--- src/rtl/learn_tone_gen.sv ---
// -----------------------------------------------------------------------------
// learn_tone_gen
//   Audio back end for the learning / auto-play modes. Turns a 5-bit note code
//   plus a play request into a glitch-free square wave on the board buzzer.
//   Note changes and gating only take effect on half-period boundaries, so the
//   speaker never emits a short pulse or a click.
//
// Parameters
//   CLK_HZ   system clock frequency; the half-period table is specified for
//            100 MHz and is rescaled to CLK_HZ at elaboration
//   CNT_W    half-period counter width (20 covers low C at 100 MHz)
//
// Ports
//   clk          in   system clock
//   rst          in   asynchronous, active-low reset
//   music  [4:0] in   note code: 0 rest, 1-7 low C..B, 8-14 mid, 15-21 high,
//                     22-31 treated as rest
//   gate         in   play request; sound only while high
//   mute         in   synchronous mute, same effect as gate=0
//   vol    [1:0] in   (TONE_VOLUME_EN only) PWM volume on the high half
//   speaker      out  buzzer drive
//   aud_sd       out  amplifier enable, high while a note is sounding
//   note_active  out  high while the speaker is toggling
//   cur_note     out  code currently being played, 0 when silent
//
// Build option
//   TONE_VOLUME_EN  when defined, adds vol[1:0]; the high half of the square
//                   wave is chopped by a 64-cycle PWM carrier.
// -----------------------------------------------------------------------------
module learn_tone_gen #(
    parameter int CLK_HZ = 100_000_000,
    parameter int CNT_W  = 20
) (
    input  logic       clk,
    input  logic       rst,
    input  logic [4:0] music,
    input  logic       gate,
    input  logic       mute,
`ifdef TONE_VOLUME_EN
    input  logic [1:0] vol,
`endif
    output logic       speaker,
    output logic       aud_sd,
    output logic       note_active,
    output logic [4:0] cur_note
);

    localparam logic [1:0] IDLE  = 2'd0;
    localparam logic [1:0] PLAY  = 2'd1;
    localparam logic [1:0] DRAIN = 2'd2;

    // Rescale a 100 MHz half-period to the actual clock (floor).
    function automatic logic [CNT_W-1:0] scale(input longint hp100);
        longint scaled;
        scaled = (hp100 * longint'(CLK_HZ)) / 64'sd100_000_000;
        return CNT_W'(scaled);
    endfunction

    // Mid-octave half-periods in clock cycles.
    localparam logic [CNT_W-1:0] MID_C = scale(190840);
    localparam logic [CNT_W-1:0] MID_D = scale(170068);
    localparam logic [CNT_W-1:0] MID_E = scale(151515);
    localparam logic [CNT_W-1:0] MID_F = scale(143266);
    localparam logic [CNT_W-1:0] MID_G = scale(127551);
    localparam logic [CNT_W-1:0] MID_A = scale(113636);
    localparam logic [CNT_W-1:0] MID_B = scale(101215);

    // Half-period lookup for a valid note code. Low octave doubles the mid
    // value, high octave halves it (floor). Rest codes never reach here while
    // sounding, so their result is don't-care.
    function automatic logic [CNT_W-1:0] half_of(input logic [4:0] code);
        logic [4:0]       deg;
        logic [1:0]       oct;
        logic [CNT_W-1:0] mid;
        if (code >= 5'd15) begin
            oct = 2'd2;
            deg = code - 5'd15;
        end else if (code >= 5'd8) begin
            oct = 2'd1;
            deg = code - 5'd8;
        end else begin
            oct = 2'd0;
            deg = code - 5'd1;
        end
        case (deg)
            5'd0:    mid = MID_C;
            5'd1:    mid = MID_D;
            5'd2:    mid = MID_E;
            5'd3:    mid = MID_F;
            5'd4:    mid = MID_G;
            5'd5:    mid = MID_A;
            default: mid = MID_B;
        endcase
        case (oct)
            2'd0:    return mid << 1;
            2'd1:    return mid;
            default: return mid >> 1;
        endcase
    endfunction

    logic [1:0]       state;
    logic [CNT_W-1:0] cnt;
    logic [CNT_W-1:0] half;
    logic             sq;        // raw square wave
    logic             note_ok;
    logic             want;
    logic             boundary;

    assign note_ok  = (music != 5'd0) && (music <= 5'd21);
    assign want     = gate & ~mute & note_ok;
    assign half     = half_of(cur_note);
    // Last cycle of the current half-period; only meaningful in PLAY/DRAIN.
    assign boundary = (cnt == half - CNT_W'(1));

    always_ff @(posedge clk or negedge rst) begin
        if (!rst) begin
            state       <= IDLE;
            cnt         <= '0;
            sq          <= 1'b0;
            cur_note    <= 5'd0;
            note_active <= 1'b0;
            aud_sd      <= 1'b0;
        end else begin
            case (state)
                IDLE: begin
                    sq  <= 1'b0;
                    cnt <= '0;
                    if (want) begin
                        cur_note    <= music;
                        note_active <= 1'b1;
                        aud_sd      <= 1'b1;
                        state       <= PLAY;
                    end
                end

                PLAY: begin
                    if (boundary) begin
                        sq  <= ~sq;
                        cnt <= '0;
                        // Losing the request beats a simultaneous code change.
                        if (!want) begin
                            state <= DRAIN;
                        end else if (music != cur_note) begin
                            // New period starts right after this toggle.
                            cur_note <= music;
                        end
                    end else begin
                        cnt <= cnt + CNT_W'(1);
                    end
                end

                DRAIN: begin
                    // A high output finishes a full half-period before it is
                    // pulled low; a low output shuts down immediately. The
                    // request is ignored until IDLE.
                    if (sq && !boundary) begin
                        cnt <= cnt + CNT_W'(1);
                    end else begin
                        sq          <= 1'b0;
                        cnt         <= '0;
                        cur_note    <= 5'd0;
                        note_active <= 1'b0;
                        aud_sd      <= 1'b0;
                        state       <= IDLE;
                    end
                end

                default: state <= IDLE;
            endcase
        end
    end

`ifdef TONE_VOLUME_EN
    // 64-cycle PWM carrier, phase-aligned to each half-period boundary so
    // every high half starts with the carrier high.
    logic [5:0] pwm_cnt;
    logic [6:0] duty;

    always_ff @(posedge clk or negedge rst) begin
        if (!rst) begin
            pwm_cnt <= 6'd0;
        end else if (state == IDLE || boundary) begin
            pwm_cnt <= 6'd0;
        end else begin
            pwm_cnt <= pwm_cnt + 6'd1;
        end
    end

    // (vol+1)*16 high cycles out of 64; vol=3 gives 64, a solid high.
    assign duty    = ({5'd0, vol} + 7'd1) << 4;
    assign speaker = sq & ({1'b0, pwm_cnt} < duty);
`else
    assign speaker = sq;
`endif

endmodule
--- config.mk ---
export PLATFORM = sky130hd
export DESIGN_NAME = learn_tone_gen
export DESIGN_NICKNAME = d
export VERILOG_FILES = /design/src/rtl/learn_tone_gen.sv
export SDC_FILE = /design/constraint.sdc
export NUM_CORES = 1
export LEC_CHECK = 0
export CAP_MARGIN = 0
export CORE_ASPECT_RATIO = 1.2
export CORE_MARGIN = 5
export CORE_UTILIZATION = 50
export CTS_BUF_LIST = sky130_fd_sc_hd__clkbuf_4 sky130_fd_sc_hd__clkbuf_8
export DETAILED_ROUTE_END_ITERATION = 7
export PLACE_DENSITY = 0.72
export SYNTH_ARGS = -nofsm -noshare
export SYNTH_HDL_FRONTEND = slang
export SYNTH_SLANG_ARGS = --single-unit
--- constraint.sdc ---
create_clock -name clk -period 9.1 [get_ports clk]
set_input_delay 1.82 -clock clk [delete_from_list [all_inputs] [get_ports clk]]
set_output_delay 1.82 -clock clk [all_outputs]
set_load 0.005 [all_outputs]
**Placement by cell class**

Bar = 20 um.
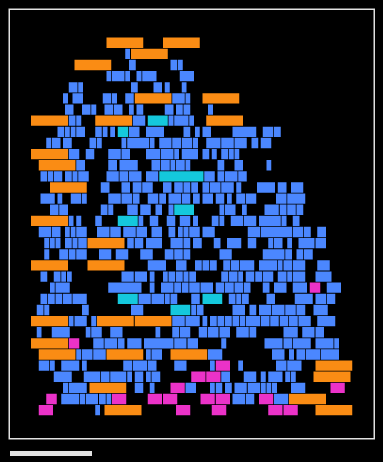
Orange is registers, cells 29, share of their area 19%. Blue is remaining logic cells, cells 418, share of their area 73%. Cyan is clock drivers and dummy loads, cells 8, share of their area 3.2%. Magenta is remaining buffers and delay cells, cells 19, share of their area 4.8%.
Std-Cell Rows: 34
fraction of area in registers: 18.57%
finished layout cell area: 3909 um2
core area: 7274 um2

**Clock distribution**

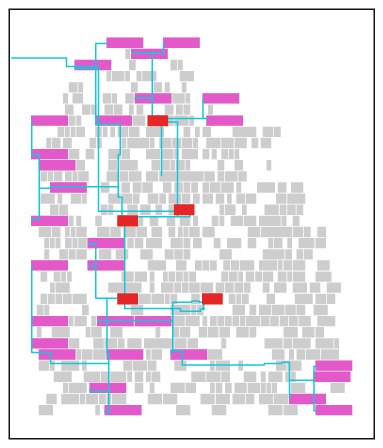
Red is clock-net drivers, count 5. Magenta is flip-flops, count 29. Cyan is clock wires, length 555 um.
Position of the flops: widely spread.
clk pwr: 0.000147 W
Final Skew: 11.88 ps

==> impl_metrics.yaml <==
# synthesis and place-and-route metrics
clock_network:
  cts_tree: "built"
  htreeDepth: 2
  cts_buffer_depth: 2
placement:
  io_buffers: 16
  place_congestion: 0.9729
finish:
  nClkBuffers: 7
  flops: 29
  syn_to_final_growth_pct: 4.903
  post_layout_nonfiller_instances: 564
  logic_gates: 398
  diodes: 0
  signal_buffers: 19
  final-clk-cell-share_pct: 3.073
die:
  pin_count: 17
grt:
  grt_usage_pct: 23.61
  grt_max_degree: 43
pwr:
  vdd_drop_max_mv: 0.2040
logic_synthesis:
  ys_warn_count: 0
  synthTopLogicFamily: "simple AND/OR/NAND/NOR gates"
  numSynthFlops: 29
  synth-adder-area-share_pct: 4.030
  syn_inst: 490
  syn_nets: 511
drt:
  routedWlPerCell_um: 19.17
  firstDrtPassIters: 6
job:
  cap_viol_max_count: 0
final_timing:
  fin_crit_sh_pct: 73.16
  worst-slew-pin-transition_ps: 953.7
run_status:
  outcome: "finished clean"
**Register map, names as in the netlist**

Other sequential cells in the stronger gray, the rest of the logic in the fainter gray.
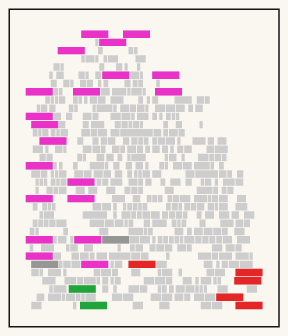
Green is state, sequential cells 2. Red is cur_note, sequential cells 5, where lower right. Magenta is cnt, sequential cells 20.
Another 2 sequential cells are not colored.
register area: 725.7 um2
total sequential power: 0.000207 W
final core utilization: 53.73%

**PDN straps and rails**

Pins as bars on the die edge. Tap cells in gray.
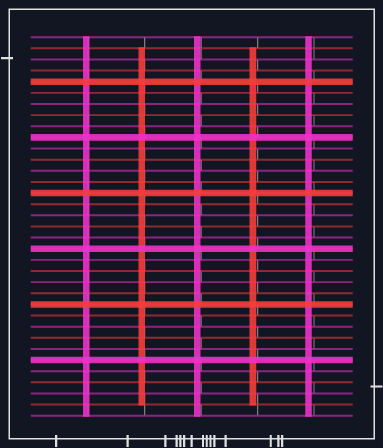
Red is VDD. Magenta is VSS.
35 met1 rails follow the rows. 6 straps on met5. 17 signal pins sit on the boundary.
Die H: 104.6 um
die width: 88.81 um

==> worst max-delay path: cells and delay by family (launching register included) <==
| kind | cells | cell delay, ps |
|---|---|---|
| AOI/OAI and AO/OA | 9 | 2160 |
| xor gates and xnor gates | 1 | 150 |
| adders and majority gates | 3 | 950 |
| DFF | 1 | 970 |
| and+or+nand+nor | 7 | 2290 |
==> cells in the final DEF, fill, tap and decap left out, types with 3 or more instances in the layout <==
cell and n:
inv_1 19, nand3_1 27, a221oi_1 3, a41oi_1 7
nand4_1 13, a21o_1 4, dfrtp_1 29, and4_1 5
a211oi_1 6, clkbuf_8 6, o2111ai_1 4, ha_1 12
nor4b_1 3, or4_1 3, o211ai_1 11, nand2_1 49
and2_1 3, mux2i_1 12, a211oi_2 3, o21ai_1 6
and3_1 23, a22oi_1 5, clkdlybuf4s50_1 16, nor3_1 9
nor4_1 11, xnor2_1 11, o21ai_0 13, nand2b_1 4
buf_4 3, or3_1 5, o31ai_1 9, a221o_1 4
o311ai_0 5, nor2_1 36, a31oi_1 11, a21oi_1 22
xor2_1 6, nor3b_1 3, nor2b_1 3
==> cell families after synthesis <==
kind of cell               after synthesis
muxes                                   12
DFF                                     29
buffers and inverters                   63
adders and majority gates               12
and+or+nand+nor                        212
AOI/OAI and AO/OA                      144
xor gates and xnor gates                18
==> registers in the layout, summed over array words and instances, names as in the netlist <==
name         flops
cnt             20
cur_note         5
state            2
note_active      1
speaker          1
==> per-stage QoR <==
| step | hold WS (ps) | utilization, % | worst slack (ps) | cell area, um2 |
|---|---|---|---|---|
| after global routing | 627.1 | 53.73 | 1930 | 3909 |
| after detailed placement | 557.0 | 52.08 | 2605 | 3789 |
| final | 572.0 | 53.73 | 2442 | 3909 |
| after CTS | 575.0 | 53.73 | 2587 | 3909 |
| after global placement | 545.0 | 52.08 | 2828 | 3789 |
| after floorplan | 502.8 | - | 3876 | 3726 |
==> metal layers <==
metal  GRT usage [%]  share of wire, %
met2           35.51                46
met3           3.780               8.5
met1           33.79                42
met4           8.423               3.3
met5               0                 0
==> worst max-delay path by stage <==
stage / startpoint / endpoint / slack (ps)
2_1_floorplan: cur_note[0]$_DFFE_PN0P_ / state[1]$_DFFE_PN0P_ / 3880
3_3_place_gp: cur_note[0]$_DFFE_PN0P_ / state[1]$_DFFE_PN0P_ / 2830
3_5_place_dp: cur_note[0]$_DFFE_PN0P_ / state[1]$_DFFE_PN0P_ / 2610
4_1_cts: cur_note[0]$_DFFE_PN0P_ / state[1]$_DFFE_PN0P_ / 2590
5_1_grt: cur_note[0]$_DFFE_PN0P_ / state[1]$_DFFE_PN0P_ / 1930
6_report: cur_note[0]$_DFFE_PN0P_ / state[1]$_DFFE_PN0P_ / 2440
==> report_power, final <==
group	total, W	switching, W	internal, W	leakage [nW]
sequential	0.000207	0.0000640	0.000142	0.389
clock	0.000147	0.0000552	0.0000923	0.0619
combinational	0.00122	0.000794	0.000427	1.04
total	0.00157	0.000913	0.000662	1.49
Power figures rest on the tool's default switching activity, not on a simulated workload.
